File: src/rtl/iter_mul_div.sv
// Iterative 32x32 multiply / 32/32 divide unit for the EX stage (mult, multu, div, divu).
// One radix-2 step per cycle; fixed 34-cycle stall, result held on out until the next operation.
module iter_mul_div (
    input  logic        clk,
    input  logic        reset,
    input  logic        enable,
    input  logic [31:0] value_1,
    input  logic [31:0] value_2,
    input  logic [1:0]  operation,
    output logic [63:0] out,
    output logic        in_operation,
    output logic [1:0]  o_state_dbg
);

    typedef enum logic [1:0] {
        IDLE   = 2'd0,
        BUSY   = 2'd1,
        FINISH = 2'd2,
        DONE   = 2'd3
    } state_t;

    state_t      r_state;
    state_t      w_next;
    logic [1:0]  r_op;
    logic        r_sign_a;
    logic        r_sign_b;
    logic        r_div_zero;
    logic [4:0]  r_cnt;
    logic [31:0] r_b;
    logic [32:0] r_hi;
    logic [31:0] r_lo;

    logic        w_start;
    logic        w_is_div;
    logic        w_signed;
    logic [31:0] w_abs_a;
    logic [31:0] w_abs_b;
    logic [32:0] w_mul_sum;
    logic [32:0] w_shift;
    logic [32:0] w_diff;
    logic        w_qbit;
    logic        w_neg;
    logic [63:0] w_prod;
    logic [31:0] w_quot;
    logic [31:0] w_rem;
    logic [63:0] w_result;

    assign o_state_dbg = r_state;
    assign w_start     = (r_state == IDLE) & enable;
    assign w_is_div    = operation[1];
    assign w_signed    = operation[0];
    assign w_abs_a     = (w_signed && value_1[31]) ? (~value_1 + 32'd1) : value_1;
    assign w_abs_b     = (w_signed && value_2[31]) ? (~value_2 + 32'd1) : value_2;

    always_ff @(posedge clk or posedge reset) begin
        if (reset) begin
            r_state <= IDLE;
        end else begin
            r_state <= w_next;
        end
    end

    // in_operation is combinational in IDLE so EX stalls in the request cycle itself.
    always_comb begin
        w_next       = r_state;
        in_operation = 1'b0;
        case (r_state)
            IDLE: begin
                in_operation = enable;
                if (enable) begin
                    w_next = BUSY;
                end
            end
            BUSY: begin
                in_operation = 1'b1;
                if (r_cnt == 5'd31) begin
                    w_next = FINISH;
                end
            end
            FINISH: begin
                in_operation = 1'b1;
                w_next       = DONE;
            end
            DONE: begin
                w_next = IDLE;
            end
            default: begin
                w_next = IDLE;
            end
        endcase
        if (reset) begin
            in_operation = 1'b0;
        end
    end

    // Multiply: {r_hi, r_lo} is the shift-add product register, multiplier in r_lo.
    assign w_mul_sum = r_lo[0] ? (r_hi + {1'b0, r_b}) : r_hi;

    // Divide: restoring step; r_hi is the remainder, r_lo shifts dividend out and quotient in.
    assign w_shift = {r_hi[31:0], r_lo[31]};
    assign w_diff  = w_shift - {1'b0, r_b};
    assign w_qbit  = ~w_diff[32];

    assign w_neg  = r_sign_a ^ r_sign_b;
    assign w_prod = {r_hi[31:0], r_lo};
    assign w_quot = w_neg ? (~r_lo + 32'd1) : r_lo;
    assign w_rem  = r_sign_a ? (~r_hi[31:0] + 32'd1) : r_hi[31:0];

    always_comb begin
        w_result = w_prod;
        if (!r_op[1]) begin
            w_result = w_neg ? (~w_prod + 64'd1) : w_prod;
        end else if (!r_div_zero) begin
            w_result = {w_rem, w_quot};
        end
    end

    always_ff @(posedge clk or posedge reset) begin
        if (reset) begin
            r_op       <= 2'd0;
            r_sign_a   <= 1'b0;
            r_sign_b   <= 1'b0;
            r_div_zero <= 1'b0;
            r_cnt      <= 5'd0;
            r_b        <= 32'd0;
            r_hi       <= 33'd0;
            r_lo       <= 32'd0;
            out        <= 64'd0;
        end else begin
            case (r_state)
                IDLE: begin
                    if (w_start) begin
                        r_op       <= operation;
                        r_cnt      <= 5'd0;
                        r_hi       <= 33'd0;
                        r_div_zero <= w_is_div && (value_2 == 32'd0);
                        if (w_is_div && (value_2 == 32'd0)) begin
                            // Zero divisor: raw dividend ends up as remainder, quotient all ones.
                            r_sign_a <= 1'b0;
                            r_sign_b <= 1'b0;
                            r_b      <= 32'd0;
                            r_lo     <= value_1;
                        end else begin
                            r_sign_a <= w_signed & value_1[31];
                            r_sign_b <= w_signed & value_2[31];
                            if (w_is_div) begin
                                r_b  <= w_abs_b;
                                r_lo <= w_abs_a;
                            end else begin
                                r_b  <= w_abs_a;
                                r_lo <= w_abs_b;
                            end
                        end
                    end
                end
                BUSY: begin
                    r_cnt <= r_cnt + 5'd1;
                    if (r_op[1]) begin
                        r_hi <= w_qbit ? w_diff : w_shift;
                        r_lo <= {r_lo[30:0], w_qbit};
                    end else begin
                        r_hi <= {1'b0, w_mul_sum[32:1]};
                        r_lo <= {w_mul_sum[0], r_lo[31:1]};
                    end
                end
                FINISH: begin
                    out <= w_result;
                end
                default: begin
                end
            endcase
        end
    end

endmodule

File: config.mk
export PLATFORM = sky130hd
export DESIGN_NAME = iter_mul_div
export DESIGN_NICKNAME = d
export VERILOG_FILES = /design/src/rtl/iter_mul_div.sv
export SDC_FILE = /design/constraint.sdc
export NUM_CORES = 1
export LEC_CHECK = 0
export ABC_AREA = 0
export CAP_MARGIN = 20
export CORE_ASPECT_RATIO = 1.25
export CORE_UTILIZATION = 60
export DETAILED_ROUTE_END_ITERATION = 8
export MAX_ROUTING_LAYER = met4
export PLACE_DENSITY = 0.83
export RECOVER_POWER = 50
export SLEW_MARGIN = 40
export SYNTH_ARGS = -nofsm -noshare
export SYNTH_HDL_FRONTEND = slang
export SYNTH_SLANG_ARGS = --single-unit
File: constraint.sdc
create_clock -name clk -period 18.21 [get_ports clk]
set_input_delay 3.642 -clock clk [delete_from_list [all_inputs] [get_ports clk]]
set_output_delay 3.642 -clock clk [all_outputs]
set_load 0.01 [all_outputs]
**Clock nets**

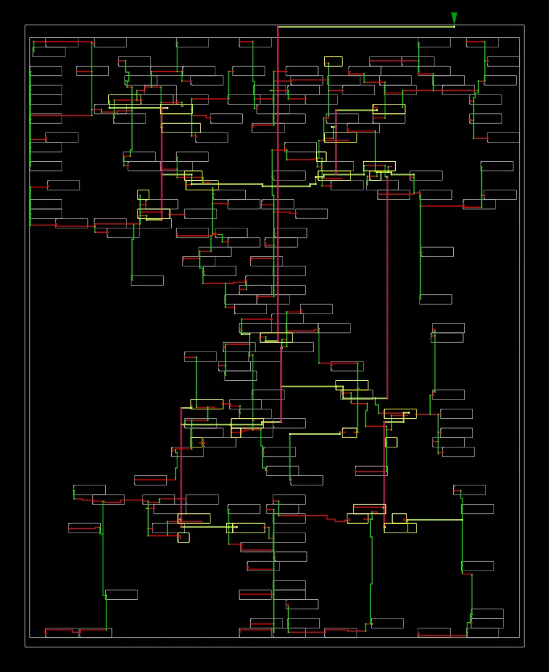
CTS buffer count: 17
Clock Sinks: 172

**Gate-type map**

(1.5 px per um)
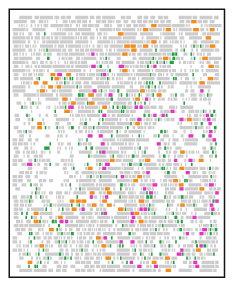
| colour | family | cells |
|---|---|---|
| green | nand cells | 234 |
| magenta | non-inverting ao/oa cells | 74 |
| orange | mux cells | 81 |
combinational share of cell area: 57.8%
fin cells: 2,269
most numerous logic cell after layout: a21oi_1

==> flow_summary_export.csv <==
group,metric,value,unit
route,route.detailed.drc,0,
route,via_per_inst,6.53,
synthesis,synthArstFlopShare,100,%
worst_setup_path,crit_required,14.57,ns
die,ioPinCount,136,
synthesis,top_cells_by_count,"214 x a21oi_1, 195 x nor2_1, 175 x nand2_1",
die,fp-row-count,63,
timing,setup_ws,9.36,ns
run_status,status,"finished with violations",
timing,worst_slew_pin_slew,4.30,ns
placement,port_buffers,135,
die,initCoreUtil,61.8,%
worst_setup_path,crit_type,"in -> out",
synthesis,top_logic_kind,"AND-OR/OR-AND gates",
timing,fin_crit_sh,48.6,%
finish,utilization,70.2,%
worst_setup_path,path_cells,"dlygate4sd3_1 -> a21oi_1 -> nor3_1 -> clkdlybuf4s50_1",
global_routing,grt_pass1_wl,75.1,mm
power_and_ir_drop,p_seq,0.815,mW
worst_setup_path,cpPeakStageDelay,0.70,ns
worst_hold_path,worst_hold_startpoint,"out[59]",
synthesis,synth_area,14800,sq um
placement,dp_worst_setup_slack,9.48,ns
finish,fin_area,16800,sq um
cts,cts.path.max_buffers,2,
cts,cts_setup_buffers,0,
power_and_ir_drop,finalPower,3.33,mW
global_routing,antenna_found_initial,0,
synthesis,syn_nets,2022,
worst_setup_path,crit_start,"enable",
timing,period_needed,8.85,ns
synthesis,yosysCellCount,1876,
power_and_ir_drop,leakage,7.08,nW
route,drtPass1Iterations,6,
placement,detailed_place.area,16300,sq um
worst_setup_path,r2r_slack,13.34,ns
finish,fillCellCount,2011,
power_and_ir_drop,p_seq_share,24.5,%
synthesis,ys.flop_type,"dfrtp_1",
synthesis,ys_types,76,
synthesis,synth_top_area_share,29.0,%
global_routing,grt_pass1_vias,14000,
synthesis,numSynthFlops,172,
worst_setup_path,start_kind,"input pin",
timing,fmax,113,MHz
synthesis,synthAoiAreaFrac,26.3,%
power_and_ir_drop,peakVddDrop,138,uV
cts,h-tree-depth,4,
synthesis,synth-warning-count,0,
synthesis,syn_inst,1876,
synthesis,yosysMostFrequentCell,"a21oi_1",
synthesis,yosys.area_share.adder,6.60,%
worst_setup_path,worstPathArrival,5.21,ns
route,antenna_left,0,
timing,rsz0062_at_grt,"no",
finish,insertedDiodeCount,0,
cts,hold_buffers,0,
route,routed_wl,48.1,mm
power_and_ir_drop,p_comb,2.15,mW
cts,clkTransAtPathRegs,0.07,ns
run_status,failed_checks,"max-capacitance violations, max-slew violations",
worst_setup_path,path_max_fanout,4,
global_routing,grt_max_degree,110,
power_and_ir_drop,internal_power,1.66,mW
run,warnings,31,
worst_setup_path,slowest_stage,"dlygate4sd3_1",
die,die_h,178,um
worst_setup_path,crit_buf_inv,2,
timing,slew_violations,316,
synthesis,largest_area_cell,"dfrtp_1",
synthesis,synth-seq-area-share,29.0,%
power_and_ir_drop,sw_frac_of_total,50.1,%
cts,cts-resized-gates,0,
die,chipArea,25300,sq um
timing,finalHoldViolCount,0,
synthesis,simple_gate_share,17.1,%
worst_hold_path,hp-class,"reg -> reg",
timing,setup_violations,0,
synthesis,xor_area_share,9.99,%
global_routing,grt_overflow,0,
die,core_area,24000,sq um
power_and_ir_drop,power_per_cell_area,198,nW/um^2
synthesis,syn_avg_cell_area,7.90,sq um
finish,nets,2078,
die,die_w,143,um
synthesis,ys_chip_area,14800,sq um
cts,cts_tree,"done",
power_and_ir_drop,power_leader,"combinational logic",
route,wl_per_cell,21.2,um
worst_setup_path,endpoint_kind,"output pin",
timing,tns,0,ns
synthesis,ys_top_cells_by_area,"dfrtp_1 29%, a21oi_1 7.2%, ha_1 6.3%",
synthesis,edf_count,0,
placement,hpwl,35.4,mm
route,drtIter0Drc,1315,
synthesis,synthMuxAreaShare,5.72,%
finish,syn_to_final_growth,13.5,%
worst_setup_path,r2r_start,"r_lo[31]",
power_and_ir_drop,combinationalPowerShare,64.4,%
power_and_ir_drop,power.switching,1.67,mW
finish,layout-drive-gt1-share,4.94,%
run,maxCapViolations,6,
cts,root_buffer,"clkbuf_16",
placement,dp_cells,2238,
worst_setup_path,crit_family,"buffers and inverters",
timing,whs,0.503,ns
placement,globalplace.congestion,1.05,
timing,timing.slew.headroom,-188,%
**Metal layers overlaid**

(1.5 px per um)
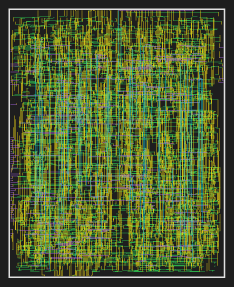
| colour | layer | wire length |
|---|---|---|
| purple | M3 | 2,860 um |
| green | M1 | 18,100 um |
| yellow | M2 | 23.0 mm |
| cyan | M4 | 4,100 um |
gr usage total: 40.2%
DR vias: 14,800

**Clock distribution**

(3 px per um)
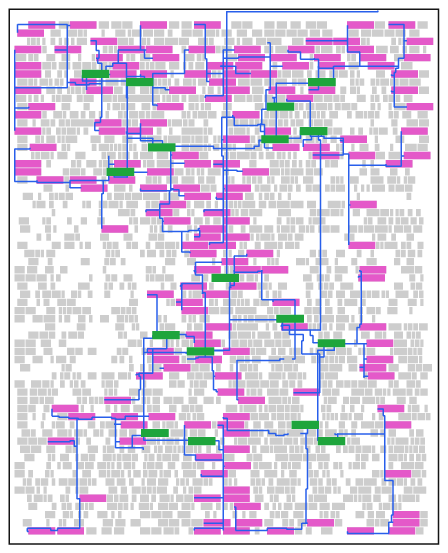
[blue] clock wires | length: 2,350 um
[magenta] flip-flops | count: 172
[green] clock-net drivers | count: 17
flops lie: spread over the die
routed clock nets: 18
Final Skew: 0.0166 ns
Clock Power: 0.371 mW
Clk pwr share: 11.1%
Latency at later pin: 0.46 ns

==> layer usage <==
layer	routed length, um	vias to the layer above	GRT usage, %
met2	23000	703	64.7
li1	-	6865	-
met5	0	-	-
met1	18100	7067	46.0
met4	4100	0	31.6
met3	2860	182	4.02
==> placed cells by master, fill, tap and decap left out, drive strengths merged, types with 14 or more instances in the layout <==
cell | netlist | routed
a211oi | 49 | 49
a21o | 34 | 34
a21oi | 214 | 214
a22o | 18 | 18
a31oi | 17 | 17
and2 | 16 | 16
buf | 26 | 17
clkbuf | 91 | 22
clkdlybuf4s50 | 0 | 88
dfrtp | 172 | 172
dlygate4sd3 | 0 | 46
ha | 75 | 75
inv | 79 | 82
mux2 | 29 | 29
mux2i | 52 | 52
nand2 | 176 | 176
nand2b | 14 | 14
nand3 | 28 | 28
nand4 | 14 | 14
nor2 | 196 | 196
nor3 | 40 | 40
nor4 | 21 | 21
o21ai | 167 | 167
o221ai | 14 | 14
o31ai | 19 | 19
o41ai | 14 | 14
xnor2 | 104 | 104
xor2 | 65 | 65
==> registers in the layout, indices dropped and copies added (netlist names) <==
signal,count
r_lo,32
r_hi,33
o_state_dbg,2
out,64
r_sign_b,1
r_cnt,5
r_div_zero,1
r_b,32
r_op,1
r_sign_a,1
==> cell type report <==
cell class,instances,area (sq um),share of cell area [%]
Multi-Input combinational cell,1507,9720,57.8
Tap cell,325,407,2.42
Sequential cell,172,4300,25.6
Inverter,80,302,1.79
Clock inverter,12,133,0.789
Timing Repair Buffer,154,1500,8.93
Clock buffer,19,453,2.69
==> path summary, 6_finish.rpt <==
| kind | cells after the start | end |
|---|---|---|
| max reg2reg | 18 | r_hi[15] |
| min | 1 | out[59] |
| min reg2reg | 1 | out[59] |
| max in group asynchronous | 3 | r_lo[26] |
| min in group asynchronous | 2 | out[26] |
| max | 4 | in_operation |
Power figures rest on the tool's default switching activity, not on a simulated workload.
